[config.mk]
export PLATFORM = sky130hd
export DESIGN_NAME = seg_scan_ctrl_flat
export DESIGN_NICKNAME = d
export VERILOG_FILES = /design/src/rtl/seg_scan_if.sv /design/src/rtl/seg_scan_ctrl.sv /design/src/flat_wrapper.sv
export SDC_FILE = /design/constraint.sdc
export NUM_CORES = 1
export LEC_CHECK = 0
export ABC_AREA = 1
export CORE_MARGIN = 2
export CORE_UTILIZATION = 40
export DETAILED_ROUTE_END_ITERATION = 12
export PLACE_DENSITY_LB_ADDON = 0.1
export SETUP_SLACK_MARGIN = 0.05
export SLEW_MARGIN = 5
export SYNTH_ARGS = -nofsm -noshare
export SYNTH_HDL_FRONTEND = slang
export SYNTH_SLANG_ARGS = --single-unit
[constraint.sdc]
create_clock -name clk -period 2.7 [get_ports clk]
set_input_delay 0.54 -clock clk [delete_from_list [all_inputs] [get_ports clk]]
set_output_delay 0.54 -clock clk [all_outputs]
set_load 0.005 [all_outputs]
[src/rtl/seg_scan_if.sv]
// Host-side write bus and live blanking mask for the seven-segment scan controller.
// The host drives through the master modport and the scan controller samples through the slave modport.
interface seg_scan_if;
    logic        wr_en;
    logic [2:0]  wr_addr;
    logic [3:0]  wr_data;
    logic        load_all;
    logic [31:0] load_data;
    logic [7:0]  blank_mask;

    modport master (
        output wr_en, wr_addr, wr_data, load_all, load_data, blank_mask
    );

    modport slave (
        input  wr_en, wr_addr, wr_data, load_all, load_data, blank_mask
    );
endinterface

[src/rtl/seg_scan_ctrl.sv]
// 8-digit seven-segment scan controller with a double-buffered digit bank.
// Host writes land in the shadow bank, which is copied to the displayed bank only at frame wrap.
module seg_scan_ctrl #(
    parameter int REFRESH_DIV = 100000
) (
    input  logic        clk,
    input  logic        reset,
    seg_scan_if.slave   host,
    output logic [3:0]  num,
    output logic [2:0]  sel,
    output logic        digit_en,
    output logic        pending,
    output logic        frame_done
);
    localparam int CW = (REFRESH_DIV > 1) ? $clog2(REFRESH_DIV) : 1;
    localparam logic [CW-1:0] DIV_LAST = CW'(REFRESH_DIV - 1);

    logic [CW-1:0] div_cnt;
    logic          tick;
    logic [2:0]    sel_next;
    logic          commit;
    logic          write;
    logic [31:0]   shadow;
    logic [31:0]   shadow_next;
    logic [31:0]   active;
    logic [31:0]   active_next;

    always_comb begin
        tick     = (div_cnt == DIV_LAST);
        sel_next = tick ? sel + 3'd1 : sel;
        commit   = tick && (sel == 3'd7) && pending;
        write    = host.wr_en || host.load_all;

        // The commit takes the shadow as registered, so a write in the same cycle waits a frame.
        active_next = commit ? shadow : active;

        shadow_next = shadow;
        if (host.load_all) begin
            shadow_next = host.load_data;
        end
        if (host.wr_en) begin
            shadow_next[{host.wr_addr, 2'b00} +: 4] = host.wr_data;
        end
    end

    always_ff @(posedge clk or posedge reset) begin
        if (reset) begin
            div_cnt <= '0;
            sel     <= '0;
        end else begin
            div_cnt <= tick ? '0 : div_cnt + CW'(1);
            sel     <= sel_next;
        end
    end

    always_ff @(posedge clk or posedge reset) begin
        if (reset) begin
            shadow     <= '0;
            active     <= '0;
            pending    <= 1'b0;
            frame_done <= 1'b0;
        end else begin
            shadow     <= shadow_next;
            active     <= active_next;
            frame_done <= commit;
            if (write) begin
                pending <= 1'b1;
            end else if (commit) begin
                pending <= 1'b0;
            end
        end
    end

    // Outputs look ahead to sel_next so num, sel and digit_en all move on the same edge.
    always_ff @(posedge clk or posedge reset) begin
        if (reset) begin
            num      <= '0;
            digit_en <= 1'b0;
        end else begin
            num      <= active_next[{sel_next, 2'b00} +: 4];
            digit_en <= ~host.blank_mask[sel_next];
        end
    end
endmodule

[src/flat_wrapper.sv]
// flat-port wrapper written by rule: the top's interface ports become plain ports
module seg_scan_ctrl_flat 
#(
    parameter int REFRESH_DIV = 100000
)
  (clk, reset, num, sel, digit_en, pending, frame_done, host_wr_en, host_wr_addr, host_wr_data, host_load_all, host_load_data, host_blank_mask);
  seg_scan_if host_i ();
  input  logic clk;
  input  logic reset;
  output logic [3:0] num;
  output logic [2:0] sel;
  output logic digit_en;
  output logic pending;
  output logic frame_done;
  input wire logic [$bits(host_i.wr_en)-1:0] host_wr_en;
  input wire logic [$bits(host_i.wr_addr)-1:0] host_wr_addr;
  input wire logic [$bits(host_i.wr_data)-1:0] host_wr_data;
  input wire logic [$bits(host_i.load_all)-1:0] host_load_all;
  input wire logic [$bits(host_i.load_data)-1:0] host_load_data;
  input wire logic [$bits(host_i.blank_mask)-1:0] host_blank_mask;
  assign host_i.wr_en = host_wr_en;
  assign host_i.wr_addr = host_wr_addr;
  assign host_i.wr_data = host_wr_data;
  assign host_i.load_all = host_load_all;
  assign host_i.load_data = host_load_data;
  assign host_i.blank_mask = host_blank_mask;
  seg_scan_ctrl #(.REFRESH_DIV(REFRESH_DIV)) u_core (.clk(clk), .reset(reset), .host(host_i), .num(num), .sel(sel), .digit_en(digit_en), .pending(pending), .frame_done(frame_done));
endmodule
==> images/sizes.png <==
Drawn at 3 px/µm.
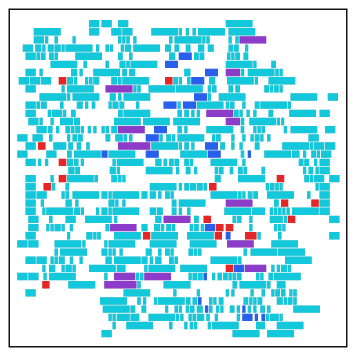
[purple] _6 and larger | cells: 15
[cyan] _0 and _1 cells | cells: 578
[blue] _2 cells | cells: 24
[red] _3 and _4 cells | cells: 19

==> images/layer_met1.png <==
Drawn at 4 px/µm. Supply wires on this layer in gray.
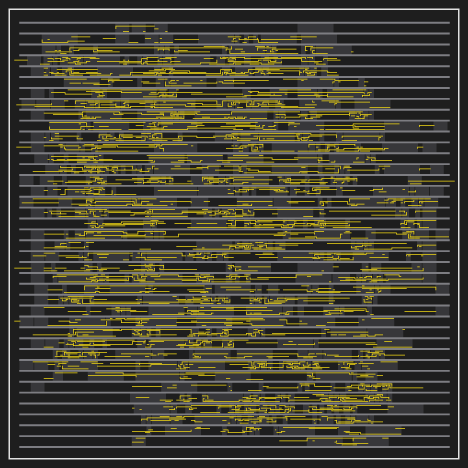
nets with wire on the layer: 603
wire length on this layer: 5980 µm
main direction: horizontal
longest straight run: 40.9 µm

==> metrics.log <==
[flow] summary of implementation run
[metrics] power drawn by the combinational cells: 243 µW
[metrics] minimum setup slack among reg-to-reg paths: 0.48 ns
[metrics] top-area cell type share of the netlist area: 48.8%
[metrics] DR vias: between 4000 and 5000
[metrics] flops & latches, synth: roughly 91
[metrics] Skew-Pair Late Insertion Delay: 0.34 ns
[metrics] initial drt markers: 220
[metrics] largest family of logic cells by area: simple AND/OR/NAND/NOR gates
[metrics] number of hold violations in the final report: 0
[metrics] signal buffers share of area: between 10% and 20%
[metrics] Biggest consumer: registers
[metrics] dominant class by area: sequential cells
[metrics] total DRC errors in the routed layout: 0
[metrics] full die area: 12500 µm²
[metrics] total clock sinks: a little over 90
[metrics] cell at the root of the clock tree: clkbuf_16
[metrics] number of standard cells reported by yosys: 577
[metrics] internal portion of total power: 2400 µW
[metrics] Via-to-Cell Ratio: 5.25
[metrics] CP endpoint kind: flop
[metrics] FFs w/ async S/R, synth: 100%
[metrics] relative max-transition margin: 57.6%
[metrics] Cells after DPL: 763
[metrics] Seq area share: 39.9%
[metrics] post-route clock skew: 0.00959 ns
[metrics] critical path type: reg -> reg
[metrics] Final Net Count: approximately 700
[metrics] flop count: 91
[metrics] list of cells traversed by the critical path: ha_1, nand3_1, clkinv_1, nand3_2, nor2_8, nor2_1, nor2_1, buf_4, nand3_1, nand3_1, nand2_1, nand2_1, nand2_1
[metrics] sequential element share of the synthesized area: between 40% and 50%
[metrics] fillers: 1136
[metrics] tapcells inserted: approximately 140
[metrics] CTS H-tree depth: 3
[metrics] run status: finished clean
[metrics] final critical-path required period: 2.22 ns
[metrics] Seq power: 1470 µW
[metrics] Num CTS Buffers: 9
[metrics] worst vdd rail ir drop: roughly 0.28 mV
[metrics] largest fanout of any net on the critical path: 16
[metrics] fraction of the core area occupied by cells at floorplan: slightly above 40%
==> images/cell_density.png <==
Drawn at 3 px/µm. The die is cut into 11 by 11 equal tiles; dark blue is low, red is high, 0 to 100% covered.
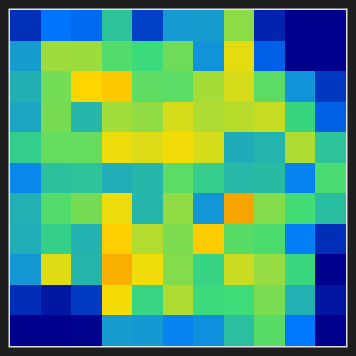
mean over tiles: 44%
nearly empty tiles: 7.4%
fullest tile: 81%
tiles over 75% full: 5.0%

==> images/io_fan.png <==
Drawn at 3 px/µm.
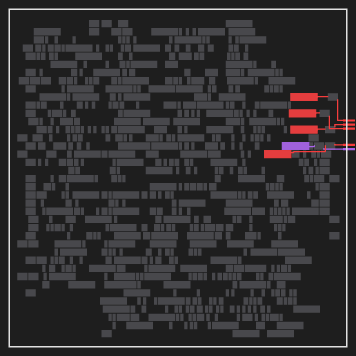
[purple] digit_en | bits: 1 | direction: output | edge: right | end cells: 1 | buffers: 1 | wire: 9.50 µm
[red] num | bits: 4 | direction: output | edge: right | end cells: 4 | buffers: 4 | wire: 49.7 µm

==> layer usage <==
metal  global-route usage [%]  vias up  routed length [µm]
li1                         -     2036                   -
met1                     30.5     1905                5980
met2                     29.1      134                5090
met3                     4.25       17                 732
met4                     6.59        0                 220
met5                        0        -                   0
==> synthesized netlist by cell type (all sizes together), types with 4 or more instances <==
cell	n
nand2	190
dfrtp	91
nand3	66
nor2	50
inv	35
nand4	35
a31oi	32
buf	20
clkbuf	14
a21oi	11
nor3	10
o21ai	8
ha	5
xor2	4
==> cells in the final DEF (no fill, tap or decap) <==
cell             Yosys  layout
o31ai_1              1       1
inv_1               28      27
nor2_1              48      48
a21oi_1             11      11
xor2_1               4       4
nor2_8               1       1
o21ai_0              7       7
o21a_1               1       1
buf_4                3      16
or2_2                1       1
dfrtp_1             91      91
nand3_1             63      63
o211ai_1             1       1
a211o_1              1       1
nand4_1             23      23
buf_12               2       1
inv_2                7       7
a31oi_1             32      32
nand3_2              3       3
bufinv_16            0       2
clkinvlp_4           0       2
ha_1                 5       5
clkbuf_8             0       2
clkdlybuf4s50_1      0      60
clkbuf_1            14       1
nand4_2             12      12
nor3_1              10      10
nand2_1            190     190
clkinv_2             0       1
clkinv_1             1       1
clkbuf_16            0       9
nor2_4               1       1
o21ai_1              1       1
==> path summary, 6_finish.rpt <==
| kind | start | to | cells past startpoint |
|---|---|---|---|
| max | u_core.div_cnt[0] | u_core.num[1] | 13 |
| min | u_core.div_cnt[0] | u_core.div_cnt[0] | 1 |
| max reg2reg | u_core.div_cnt[0] | u_core.num[1] | 13 |
| min reg2reg | u_core.div_cnt[0] | u_core.div_cnt[0] | 1 |
| max in group asynchronous | reset | u_core.div_cnt[15] | 3 |
| min in group asynchronous | reset | u_core.shadow[24] | 2 |
Power is estimated from default activity; no workload was simulated.
